==> config.mk <==
export PLATFORM = sky130hd
export DESIGN_NAME = ppfifo_wr_arbiter
export DESIGN_NICKNAME = d
export VERILOG_FILES = /design/src/rtl/ppfifo_arb_pkg.sv /design/src/rtl/rr_pick2.sv /design/src/rtl/ppfifo_wr_arbiter.sv
export SDC_FILE = /design/constraint.sdc
export NUM_CORES = 1
export LEC_CHECK = 0
export ABC_CLOCK_PERIOD_IN_PS = 5000
export CORE_ASPECT_RATIO = 0.6
export CORE_MARGIN = 10
export CORE_UTILIZATION = 36
export CTS_CLUSTER_SIZE = 20
export DETAILED_ROUTE_END_ITERATION = 8
export HOLD_SLACK_MARGIN = 0.12
export PLACE_DENSITY = 0.65
export SKIP_LAST_GASP = 1
export SYNTH_ARGS = -nofsm -noshare
export SYNTH_HDL_FRONTEND = slang
export SYNTH_SLANG_ARGS = --single-unit
==> constraint.sdc <==
create_clock -name clk -period 5 [get_ports clk]
set_input_delay 1.5 -clock clk [delete_from_list [all_inputs] [get_ports clk]]
set_output_delay 1.5 -clock clk [all_outputs]
set_load 0.05 [all_outputs]
Fig. 1: run 1, sizing map
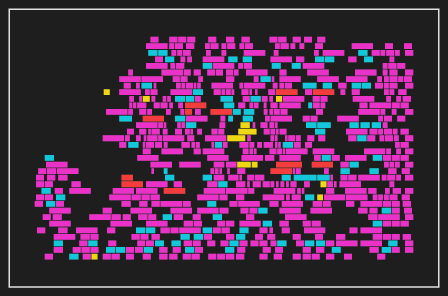
| size | color | cells | share |
|---|---|---|---|
| drive 1 or less | magenta | 536 | 83% |
| drive 6 and up | red | 12 | 1.8% |
| drive 3 to 4 | yellow | 11 | 1.7% |
| drive 2 | cyan | 90 | 14% |
area grow syn2layout: 43.7%
Final Instance Area: 7660 um^2
nonclk buf count: 196

Fig. 2: run 1, sequential cells grouped by signal name
Other sequential cells in the stronger gray, the rest of the logic in the fainter gray.
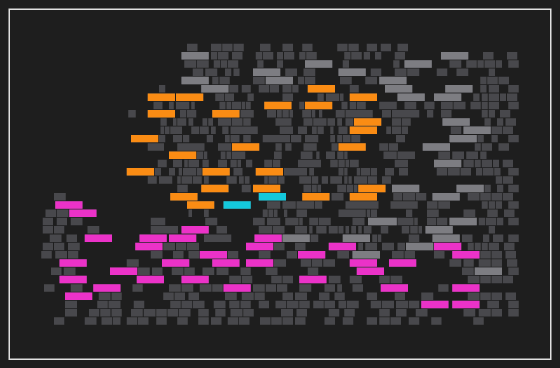
| netlist name | color | sequential cells |
|---|---|---|
| `o_ppfifo_data` | magenta | 33 |
| `state_q` | cyan | 2 |
| `cnt_q` | orange | 24 |
not colored: 31
Finished Core Util: 52.8%
sequential power: 1.29 mW

Fig. 3: run 1, cell area per tile
The die is cut into 18 by 11 equal tiles; black is low, pale yellow is high, 0 to 100% covered.
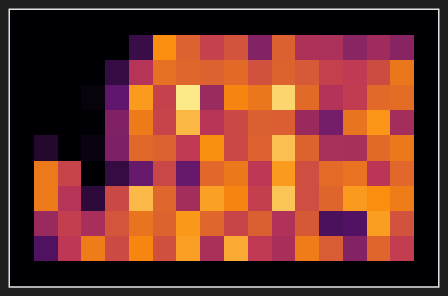
emptiest ninth of the die: upper left
nearly empty tiles: 35%
fullest tile: 96%
densest ninth of the die: center
tiles over 75% full: 9.1%
Init Core Util: 36.8%
core area: 14500 um^2

==> metrics.yaml, run 1 <==
place:
  dpl.cell_count: 831
  pre_cts_ws_ps: 1220
  hpwlAfterDp_um: 13000
  dpl_cell_area_um2: 7360
routing:
  drtIter0Drc: 338
  vias_per_cell: 5.24
  wl_met1_um: 7460
  wl_met3_um: 1460
  num_vias: 4442
  wl_per_cell_um: 19.5
  highest_layer: "met4"
  ant_nets: 0
finish:
  num-nets-final: 752
  buf_share_pct: 25.4
  clkCellAreaFrac_pct: 3.97
  seq_share_pct: 29.4
  fillers: 1240
  dominant_cells: "logic gates"
  mostFrequentLayoutCell: "clkdlybuf4s50_1"
  comb-cell-share_pct: 37.1
  logic_gates: 329
  antenna_cells: 0
  drive_above_1_share_pct: 17.4
  final_cell_mix: "clkdlybuf4s50_1 (191), dfrtp_1 (89), mux2_2 (64)"
floorplanning:
  die_w_um: 177
  chip_area_um2: 20200
  die_h_um: 114
  nWellTaps: 198
synthesis:
  synthTopCellsByArea: "dfrtp_1 (42%), mux2_2 (14%), mux2_1 (6.1%)"
  synth_area_um2: 5330
  async_reset_ff_share_pct: 100
  ys_cells: 467
  ys_seq_share_pct: 42.2
  edf_count: 0
  ys_top_logic_family: "multiplexers"
  aoi_share_pct: 11.3
  most_common_cell: "dfrtp_1"
  ys.flops: 90
  xor_share_pct: 4.22
critical_path:
  path_max_fanout: 29
  critical_path_class: "register to primary output"
  slowest_stage: "dfrtp_1"
  crit_chain: "and3_1, clkdlybuf4s50_1"
  crit_cells: 2
cts:
  htreeDepth: 3
  cts_tree: "built"
  post_cts_resized: 0
  clkTransAtPathRegs_ps: 60
pwr:
  power_density_nw_per_um2: 617
  power_frac_clock_pct: 14.6
  p_clk_mw: 0.690
  p_sw_mw: 2.24
  netSwitchingFraction_pct: 47.4
  comb_power_share_pct: 58.1
  seqPwrFrac_pct: 27.3
  p_int_mw: 2.49
final_timing:
  fin_crit_sh_pct: 76.1
  holdWs_ps: 483
  rsz0062_at_grt: "no"
  slew_headroom_pct: 25.0
  fin_crit_ps: 3800
  hold_viol_final: 0
grt:
  grt_pass1_wl_um: 25800
  grt.total_usage_pct: 15.9
  gr-total-overflow: 0
  antenna_found_initial: 0
  grt_busiest_layer: "met2"
  grt_use_met1_pct: 22.2
worst_hold_path:
  min_path_type: "register to register"
flow_run:
  drv_cap: 0
  warnings: 30
status:
  status: "finished clean"
Fig. 4: run 1, routing congestion
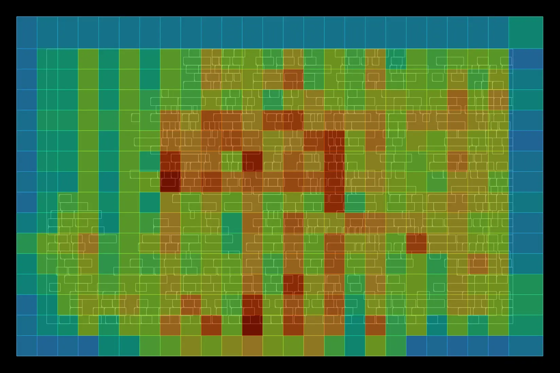

==> inputs of run 2 (changes only) <==
--- a/config.mk
+++ b/config.mk
@@ -5,7 +5,7 @@
 export SDC_FILE = /design/constraint.sdc
 export NUM_CORES = 1
 export LEC_CHECK = 0
-export ABC_CLOCK_PERIOD_IN_PS = 5000
+export ABC_CLOCK_PERIOD_IN_PS = 3960
 export CORE_ASPECT_RATIO = 0.6
 export CORE_MARGIN = 10
 export CORE_UTILIZATION = 36
==> constraint.sdc (replaced) <==
create_clock -name clk -period 3.96 [get_ports clk]
set_input_delay 1.188 -clock clk [delete_from_list [all_inputs] [get_ports clk]]
set_output_delay 1.188 -clock clk [all_outputs]
set_load 0.05 [all_outputs]
Fig. 5: run 2, routing congestion
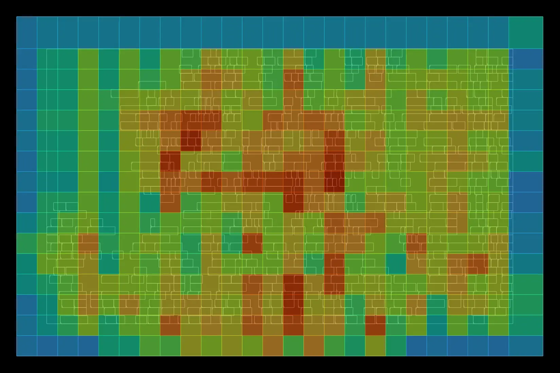
DR WL/cell: 20.3 um
grt met3 use: 4.25%

==> metrics.yaml, run 2 <==
worst_hold_path:
  min_path_type: "register to register"
  hold_depth: 1
grt:
  grt_use_met1_pct: 23.4  # +1.2 points
  grt_busiest_layer: "met2"
  grt.total_usage_pct: 16.7  # +0.75 points
  antenna_found_initial: 0  # unchanged
  gr-total-overflow: 0  # unchanged
  grt_pass1_wl_um: 26800  # +4.2%
critical_path:
  rrSetupSlack_ps: 1220
  critPathTopFamily: "flip-flops"
  crit_cells: 2  # unchanged
  path_max_fanout: 29  # unchanged
  crit_chain: "and3_1, clkdlybuf4s50_1"
  slowest_stage: "dfrtp_1"
  critical_path_class: "register to primary output"
  worst-path-buf-inv: 1
  reg2regPathDepth: 6
  endpoint_kind: "primary output"
pwr:
  seq-power_mw: 1.63  # +26%
  power-top-group: "combinational cells"
  netSwitchingFraction_pct: 47.4  # about the same
  power_density_nw_per_um2: 779  # +26%
  p_clk_mw: 0.862  # +25%
  power_frac_clock_pct: 14.4  # -0.2 points
  seqPwrFrac_pct: 27.2  # about the same
  p_sw_mw: 2.84  # +27%
  comb_power_share_pct: 58.4  # +0.3 points
  power_mw: 5.99
  p_int_mw: 3.15  # +27%
finish:
  n_clock_buffer: 12
  logic_gates: 329  # unchanged
  antenna_cells: 0  # unchanged
  largest_reg_flops: 33
  syn2layout_area_growth_pct: 44.1
  clkCellAreaFrac_pct: 3.88  # -0.090 points
  dominant_cells: "logic gates"
  signal_buffers: 199  # +1.5%
  buf_share_pct: 25.7  # +0.24 points
  num-nets-final: 755  # +0.40%
  drive_above_1_share_pct: 17.5  # +0.073 points
  comb-cell-share_pct: 37.0  # -0.079 points
  mostFrequentLayoutCell: "clkdlybuf4s50_1"
  fillers: 1269  # +2.3%
  final_cell_mix: "clkdlybuf4s50_1 (191), dfrtp_1 (89), mux2_2 (64)"
final_timing:
  timing.final.ws_setup_ps: 493
  hold_viol_final: 0  # unchanged
  fin_crit_ps: 3470
  holdWs_ps: 466  # -16.8 ps
  slew_headroom_pct: 40.2  # +15 points
  tightest_slew_ps: 885
  rsz0062_at_grt: "no"
  tns_ps: 0
  fin_crit_sh_pct: 87.6
synthesis:
  xor_share_pct: 4.22  # unchanged
  aoi_share_pct: 11.3  # unchanged
  yosys_warnings: 0
  ys_seq_share_pct: 42.2  # unchanged
  ys_types: 57
  ys_sh_simple_pct: 16.1
  edf_count: 0  # unchanged
  ys_cells: 467  # unchanged
  synth_area_um2: 5330  # unchanged
  most_common_cell: "dfrtp_1"
  ys_top_logic_family: "multiplexers"
  synthTopCellsByArea: "dfrtp_1 (42%), mux2_2 (14%), mux2_1 (6.1%)"
  ys.flops: 90  # unchanged
  async_reset_ff_share_pct: 100  # unchanged
place:
  hpwlAfterDp_um: 13400  # +3.2%
  dpl_cell_area_um2: 7380  # +0.31%
  pre_cts_ws_ps: 836  # -383 ps
  dpl.cell_count: 834  # +0.36%
floorplanning:
  nWellTaps: 198  # unchanged
  die_h_um: 114  # unchanged
  core_um2: 14500  # unchanged
  fp_util_pct: 36.8  # unchanged
  chip_area_um2: 20200  # unchanged
  die_w_um: 177  # unchanged
routing:
  num_vias: 4518  # +1.7%
  vias_per_cell: 5.32  # +1.4%
  drtIter0Drc: 421  # +25%
  wl_met3_um: 1490  # +2.5%
  ant_nets: 0  # unchanged
  wl_met1_um: 8110  # +8.6%
  drcViolationCount: 0
  highest_layer: "met4"
status:
  status: "finished clean"
cts:
  clk_path_buf_depth: 2
  cts_tree: "built"
  clkTransAtPathRegs_ps: 60  # about the same
  post_cts_resized: 0  # unchanged
  htreeDepth: 3  # unchanged
flow_run:
  warnings: 30  # unchanged
  drv_cap: 0  # unchanged
Fig. 6: run 2, cells colored by class
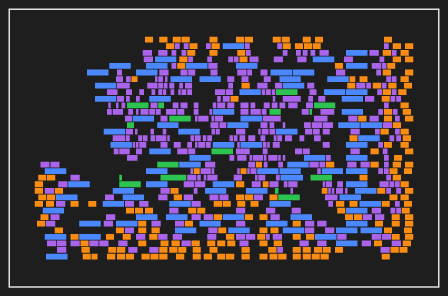
| class | color | cells |
|---|---|---|
| flip-flops | blue | 90 |
| all other logic | purple | 347 |
| other buffers and delay cells | orange | 199 |
| clock drivers and dummy loads | green | 16 |
Final Instance Area: 7680 um^2
Seq area share: 29.3%
Finished Core Util: 52.9%
Row Count: 34

Power and IR drop assume default switching activity.
